File: src/rtl/thermo_pkg.sv
// Shared definitions between the thermostat control FSM and its wait counter.
// Holds the ID_WC duration encodings, the wait-counter state encoding and a
// helper used to validate limit parameters at elaboration.
package thermo_pkg;

  // Duration select encodings driven on ID_WC
  localparam logic [1:0] WC_ID_0 = 2'd0;
  localparam logic [1:0] WC_ID_1 = 2'd1;
  localparam logic [1:0] WC_ID_2 = 2'd2;
  localparam logic [1:0] WC_ID_3 = 2'd3;

  // Wait-counter state encoding
  typedef enum logic [1:0] {
    ST_IDLE  = 2'd0,
    ST_COUNT = 2'd1,
    ST_DONE  = 2'd2
  } wc_state_e;

  // True when value v is representable in w bits
  function automatic bit lim_fits(input longint unsigned v, input int unsigned w);
    return (v >> w) == 64'd0;
  endfunction

endpackage

File: src/rtl/wc_prescaler.sv
// Clock prescaler for the wait counter: emits one tick every PRESC_DIV
// enabled cycles.
// Ports:
//   clk, rst_n : clock, asynchronous active-low reset
//   en         : advance the prescaler this cycle
//   clr        : restart from zero; suppresses any tick this cycle
//   tick       : combinational wrap pulse (pre == PRESC_DIV-1 while enabled)
module wc_prescaler #(
  parameter int unsigned PRESC_DIV = 100
) (
  input  logic clk,
  input  logic rst_n,
  input  logic en,
  input  logic clr,
  output logic tick
);

  localparam int unsigned PRE_W = (PRESC_DIV > 1) ? $clog2(PRESC_DIV) : 1;
  localparam logic [PRE_W-1:0] PRE_MAX = PRE_W'(PRESC_DIV - 1);

  logic [PRE_W-1:0] pre_q;

  // Clear wins over a coincident wrap
  assign tick = en & ~clr & (pre_q == PRE_MAX);

  // Prescaler register
  always_ff @(posedge clk or negedge rst_n) begin
    if (!rst_n) begin
      pre_q <= '0;
    end else if (clr || tick) begin
      pre_q <= '0;
    end else if (en) begin
      pre_q <= pre_q + PRE_W'(1);
    end
  end

endmodule

File: src/rtl/wait_counter.sv
// Wait-counter timer for the thermostat FSM. Counts prescaled ticks up to the
// limit selected by ID_WC and raises the sticky T_WC flag when reached.
// Ports:
//   clk, rst_n : clock, asynchronous active-low reset
//   RUN        : global enable; freezes prescaler and counter when low
//   ID_WC      : duration select
//   CLR_WC     : synchronous clear/restart, highest priority
//   T_WC       : registered elapsed flag, sticky until cleared
//   CNT        : registered elapsed tick count
//   TICK       : registered prescaler wrap pulse (debug)
module wait_counter
  import thermo_pkg::*;
#(
  parameter int unsigned PRESC_DIV = 100,
  parameter int unsigned CNT_W     = 16,
  parameter int unsigned T_ID0     = 5,
  parameter int unsigned T_ID1     = 10,
  parameter int unsigned T_ID2     = 30,
  parameter int unsigned T_ID3     = 60
) (
  input  logic             clk,
  input  logic             rst_n,
  input  logic             RUN,
  input  logic [1:0]       ID_WC,
  input  logic             CLR_WC,
  output logic             T_WC,
  output logic [CNT_W-1:0] CNT,
  output logic             TICK
);

  // Elaboration-time parameter checks
  if (PRESC_DIV < 1) begin : g_bad_presc
    $error("wait_counter: PRESC_DIV must be >= 1");
  end
  if (!lim_fits(longint'(T_ID0), CNT_W) || !lim_fits(longint'(T_ID1), CNT_W) ||
      !lim_fits(longint'(T_ID2), CNT_W) || !lim_fits(longint'(T_ID3), CNT_W)) begin : g_bad_lim
    $error("wait_counter: a T_ID limit does not fit in CNT_W bits");
  end

  wc_state_e        state_q, state_d;
  logic [CNT_W-1:0] cnt_q, cnt_d;
  logic             t_wc_q, t_wc_d;
  logic             tick_q;
  logic [CNT_W-1:0] lim;
  logic [CNT_W-1:0] cnt_inc;
  logic             tick;
  logic             pre_en;
  logic             pre_clr;

  // Limit decode, re-evaluated every cycle so ID_WC changes apply at once
  always_comb begin
    lim = CNT_W'(T_ID0);
    case (ID_WC)
      WC_ID_0: lim = CNT_W'(T_ID0);
      WC_ID_1: lim = CNT_W'(T_ID1);
      WC_ID_2: lim = CNT_W'(T_ID2);
      WC_ID_3: lim = CNT_W'(T_ID3);
      default: lim = CNT_W'(T_ID0);
    endcase
  end

  // Prescaler only runs in COUNT; held at zero everywhere else
  assign pre_en  = (state_q == ST_COUNT) & RUN;
  assign pre_clr = CLR_WC | (state_q != ST_COUNT);

  wc_prescaler #(
    .PRESC_DIV (PRESC_DIV)
  ) u_prescaler (
    .clk   (clk),
    .rst_n (rst_n),
    .en    (pre_en),
    .clr   (pre_clr),
    .tick  (tick)
  );

  assign cnt_inc = cnt_q + CNT_W'(1);

  // State register and outputs
  always_ff @(posedge clk or negedge rst_n) begin
    if (!rst_n) begin
      state_q <= ST_IDLE;
      cnt_q   <= '0;
      t_wc_q  <= 1'b0;
      tick_q  <= 1'b0;
    end else begin
      state_q <= state_d;
      cnt_q   <= cnt_d;
      t_wc_q  <= t_wc_d;
      tick_q  <= tick;
    end
  end

  // Next-state logic; clear overrides every transition
  always_comb begin
    state_d = state_q;
    cnt_d   = cnt_q;
    t_wc_d  = t_wc_q;
    if (CLR_WC) begin
      state_d = ST_IDLE;
      cnt_d   = '0;
      t_wc_d  = 1'b0;
    end else begin
      case (state_q)
        ST_IDLE: begin
          cnt_d  = '0;
          t_wc_d = 1'b0;
          if (RUN) begin
            state_d = ST_COUNT;
          end
        end
        ST_COUNT: begin
          // Increment only below the limit so CNT saturates
          if (tick && (cnt_q < lim)) begin
            cnt_d = cnt_inc;
          end
          if ((tick && (cnt_inc >= lim)) || (cnt_q >= lim)) begin
            state_d = ST_DONE;
            t_wc_d  = 1'b1;
          end
        end
        ST_DONE: begin
          t_wc_d = 1'b1;
        end
        default: begin
          state_d = ST_IDLE;
          cnt_d   = '0;
          t_wc_d  = 1'b0;
        end
      endcase
    end
  end

  assign T_WC = t_wc_q;
  assign CNT  = cnt_q;
  assign TICK = tick_q;

endmodule
File: config.mk
export PLATFORM = sky130hd
export DESIGN_NAME = wait_counter
export DESIGN_NICKNAME = d
export VERILOG_FILES = /design/src/rtl/thermo_pkg.sv /design/src/rtl/wc_prescaler.sv /design/src/rtl/wait_counter.sv
export SDC_FILE = /design/constraint.sdc
export NUM_CORES = 1
export LEC_CHECK = 0
export CAP_MARGIN = 0
export CORE_MARGIN = 4
export CORE_UTILIZATION = 60
export DETAILED_ROUTE_END_ITERATION = 8
export PLACE_DENSITY_LB_ADDON = 0.15
export SLEW_MARGIN = 10
export SYNTH_ARGS = -nofsm -noshare
export SYNTH_HDL_FRONTEND = slang
export SYNTH_SLANG_ARGS = --single-unit
File: constraint.sdc
create_clock -name clk -period 7.25 [get_ports clk]
set_input_delay 0.725 -clock clk [delete_from_list [all_inputs] [get_ports clk]]
set_output_delay 0.725 -clock clk [all_outputs]
set_load 0.02 [all_outputs]
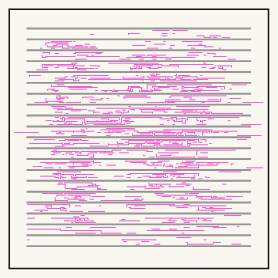
Figure 1: M1 wires.
Drawn at 4 px/micron. Supply wires on this layer in gray.
share of all routed wire: 43%
wire length on this layer: 1810 microns

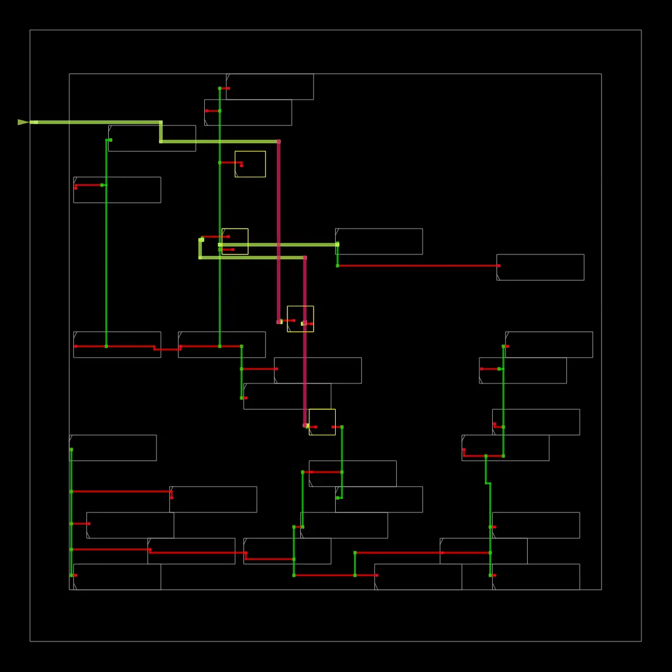
Figure 2: clock nets.
clock sink count: 27
clk_lat worst skew: 340 ps
CLK BUF: 3

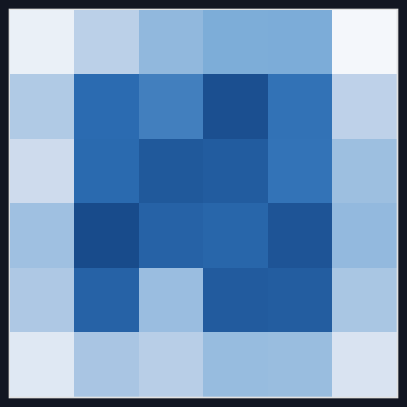
Figure 3: local utilization.
Drawn at 6 px/micron. The die is cut into 6 by 6 equal tiles; white is low, dark blue is high, 0 to 100% covered.
densest ninth of the die: middle
fullest tile: 89%
mean over tiles: 52%

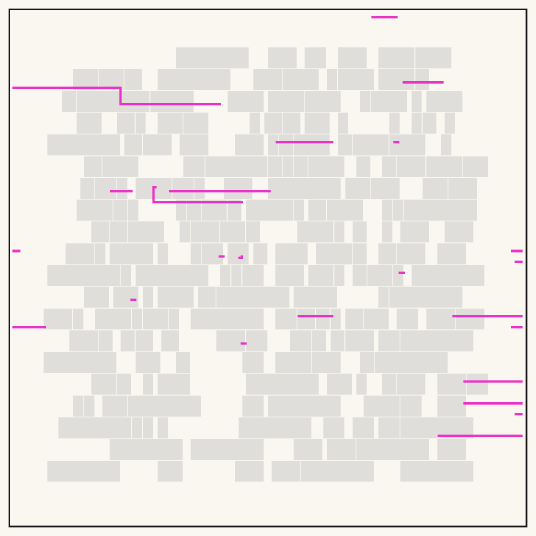
Figure 4: the metal 3 layer.
Drawn at 8 px/micron.
wire length on this layer: 118 microns
longest straight run: 13.3 microns
nets with wire on the layer: 18
share of all routed wire: 2.8%

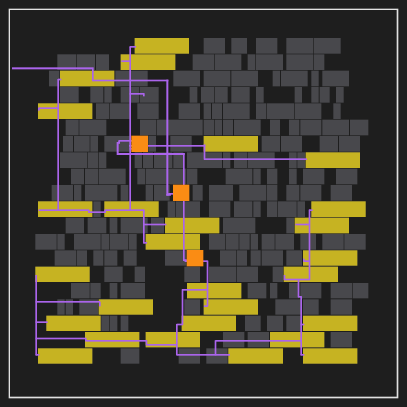
Figure 5: clock distribution.
Drawn at 6 px/micron.
[clock-net drivers] orange | count: 3
[flip-flops] yellow | count: 27
[clock wires] purple | length: 340 microns
routed clock nets: 4

synth_stat cells, drive strengths merged (2+ instances only):
cell type,n,area share
nor4,4,0.031
buf,4,0.014
and3,4,0.014
ha,22,0.14
mux2i,5,0.026
xnor2,7,0.032
mux2,2,0.014
nand2,15,0.029
and2,9,0.035
nor2b,2,0.0065
nand2b,3,0.0098
a211o,3,0.014
nor2,14,0.027
a21oi,9,0.027
inv,14,0.027
xor2,5,0.023
dfrtp,27,0.35
nor3,6,0.018
nand4,8,0.029
nand3,15,0.042
a211oi,3,0.012
o21ai,2,0.0072
worst max-delay path, stage by stage:
cell and delay [ps]:
clkdlybuf4s50_1 510, inv_1 80, ha_1 260, ha_1 320, nand4_1 150, a21oi_1 310, nor3_2 90, a21bo_1 210
a21oi_2 460, mux2i_1 260
cell families (layout without fill, tap and decap cells):
kind of cell               after synthesis  in the layout  synth area share
muxes                                    7              7           0.03989
AOI/OAI and AO/OA                       23             23           0.09549
xor gates and xnor gates                12             12           0.05494
buffers and inverters                   19             42           0.04316
adders and majority gates               22             22            0.1439
and+or+nand+nor                         85             85            0.2695
DFF                                     27             27            0.3532
worst paths after layout:
path                                       end  slack (ps)  cells after the start
setup reg to reg              T_WC$_DFFE_PN0P_        4350                      9
setup / recovery            CNT[5]$_DFFE_PN0P_        4140                     10
min in group asynchronous  CNT[15]$_DFFE_PN0P_         740                      2
hold reg to reg               T_WC$_DFFE_PN0P_         540                      1
max in group asynchronous   CNT[3]$_DFFE_PN0P_        6250                      2
hold / removal                T_WC$_DFFE_PN0P_         540                      1
power groups by stage:
stage / registers, mW / clock network (mW) / logic (mW)
finish: 0.167 / 0.0723 / 0.114
CTS: 0.167 / 0.0746 / 0.114
global route: 0.168 / 0.0847 / 0.128
floorplan: 0.170 / 0 / 0.0866
global placement: 0.169 / 0 / 0.106
detailed placement: 0.170 / 0 / 0.114
flip-flops by register name, summed over array words and instances (netlist names):
register	flops
T_WC	1
u_prescaler.pre_q	7
state_q	2
TICK	1
CNT	16
area by class of cell:
type                       instances  area (sq um)
clock inverter                     1         8.758
tap                               44         55.05
multi-input combinational        149          1155
fill                             242         845.8
clock buffer                       3         22.52
sequential                        27         675.6
timing repair buffer              24         237.7
inverter                          14         52.55
metrics by stage:
stage | hold WS [ps] | instances
after floorplan | 429.4 | 195
after global placement | 500.9 | 258
after detailed placement | 505.9 | 258
after CTS | 544.7 | 262
after global routing | 578.9 | 262
final | 539.0 | 262
layer usage:
layer / wire, microns / vias up / global-route usage
li1: - / 733 / -
met1: 1812 / 743 / 0.2762
met2: 2151 / 26 / 0.3879
met3: 117 / 11 / 0.03640
met4: 89 / 0 / 0.07652
met5: 0 / - / 0
layout by cell type (no fill, tap or decap), types with 2 or more instances in the layout:
cell,instances
mux2i_1,5
nand4_1,7
inv_1,14
a21oi_2,2
a211o_1,3
a211oi_1,3
ha_1,22
and3_1,3
and2_2,9
nor2_1,14
dfrtp_1,27
xnor2_1,7
nor2b_1,2
xor2_1,5
nand2b_1,3
nor4_2,3
clkdlybuf4s50_1,23
nand3_1,14
nand2_1,15
a21oi_1,7
nor3_1,5
clkbuf_4,3
==> out/metrics.yaml <==
clockRootBuffer: "clkbuf_4"
syn_area_sq_um: 1913
antenna_left: 0
finalMaxSlewViolations: 0
syn_avg_cell_area_sq_um: 9.811
slew_headroom: 0.5313
reg2reg_from: "CNT[2]$_DFFE_PN0P_"
synth_seq_share: 0.3532
placed_area_sq_um: 2176
switching_share: 0.3546
cts_hold_buf: 0
synthesis.nets: 223
final_util: 0.7230
wl_microns: 4171
io_buffers: 23
warnings: 33
startpoint: "ID_WC[0]"
p_per_area_nw_per_um2: 160.4
grt_pass1_wl_microns: 7272
ioPinCount: 24
postCtsSetupBuffers: 0
arrival_ps: 3380
async_flop_share: 1.000
h-tree-depth: 1
antenna_cells: 0
fin_crit_ps: 3107
edf_count: 0
seqPwrFrac: 0.473
min_from: "T_WC$_DFFE_PN0P_"
synthToLayoutAreaGrowth_pct: 15.37
clockPowerShare: 0.204
fin_skew_ps: 2.922
place_congestion: 0.8511
die.size.y_microns: 64.47
core_sq_um: 3053
ff_type: "dfrtp_1"
status: "completed"
fp_util: 0.6266
ys_ff: 27
chipArea_sq_um: 4156
ys_cells: 195
numCtsBuffers: 3
rsz0062_at_grt: "no"
vias_per_cell: 5.775
cts_tree: "built"
fmax_ghz: 0.3218
leakage_nw: 1.015
finalSetupViolCount: 0
synth_cells: 195
antenna_found_initial: 0
dp_slack_ps: 3772
track_usage: 0.2217
wl_per_cell_microns: 15.92
maxCapViolCount: 0
grt-ovfl-total: 0
total_power_mw: 0.3540
drive_above_1_share: 0.1422
irDropWorstVdd_v: 0.0001357
p_int_mw: 0.2285
fp.dieW_microns: 64.47
yosys_warnings: 0
grt_pass1_vias: 1516
comb_power_share: 0.323
firstDrtPassIters: 4
final_design_area_no_fill_sq_um: 2207
layout.nets: 247
grt_max_degree: 28
timing.setup.tns_ps: 0
post_cts_resized: 0
hold_path.class: "flop to flop"
drcViolationCount: 0
switchingPower_mw: 0.1255
crit_required_ps: 7530
worstSetupStartpointType: "input port"
clockBufferDepth: 2
path_clk_slew_ps: 160
fin_crit_sh: 0.4286
vias: 1513
ys_area_sq_um: 1913
worst_pin_slew_ps: 697.2
end_kind: "flop"
crit_fanout: 14
dp_hpwl_microns: 3262
drt_iter0_markers: 94
synth_cell_types: 43
layout_setup_ws_ps: 4143
rows: 20
criticalPathCategory: "input port to flop"
hold_viol: 0
Power and IR drop assume default switching activity.
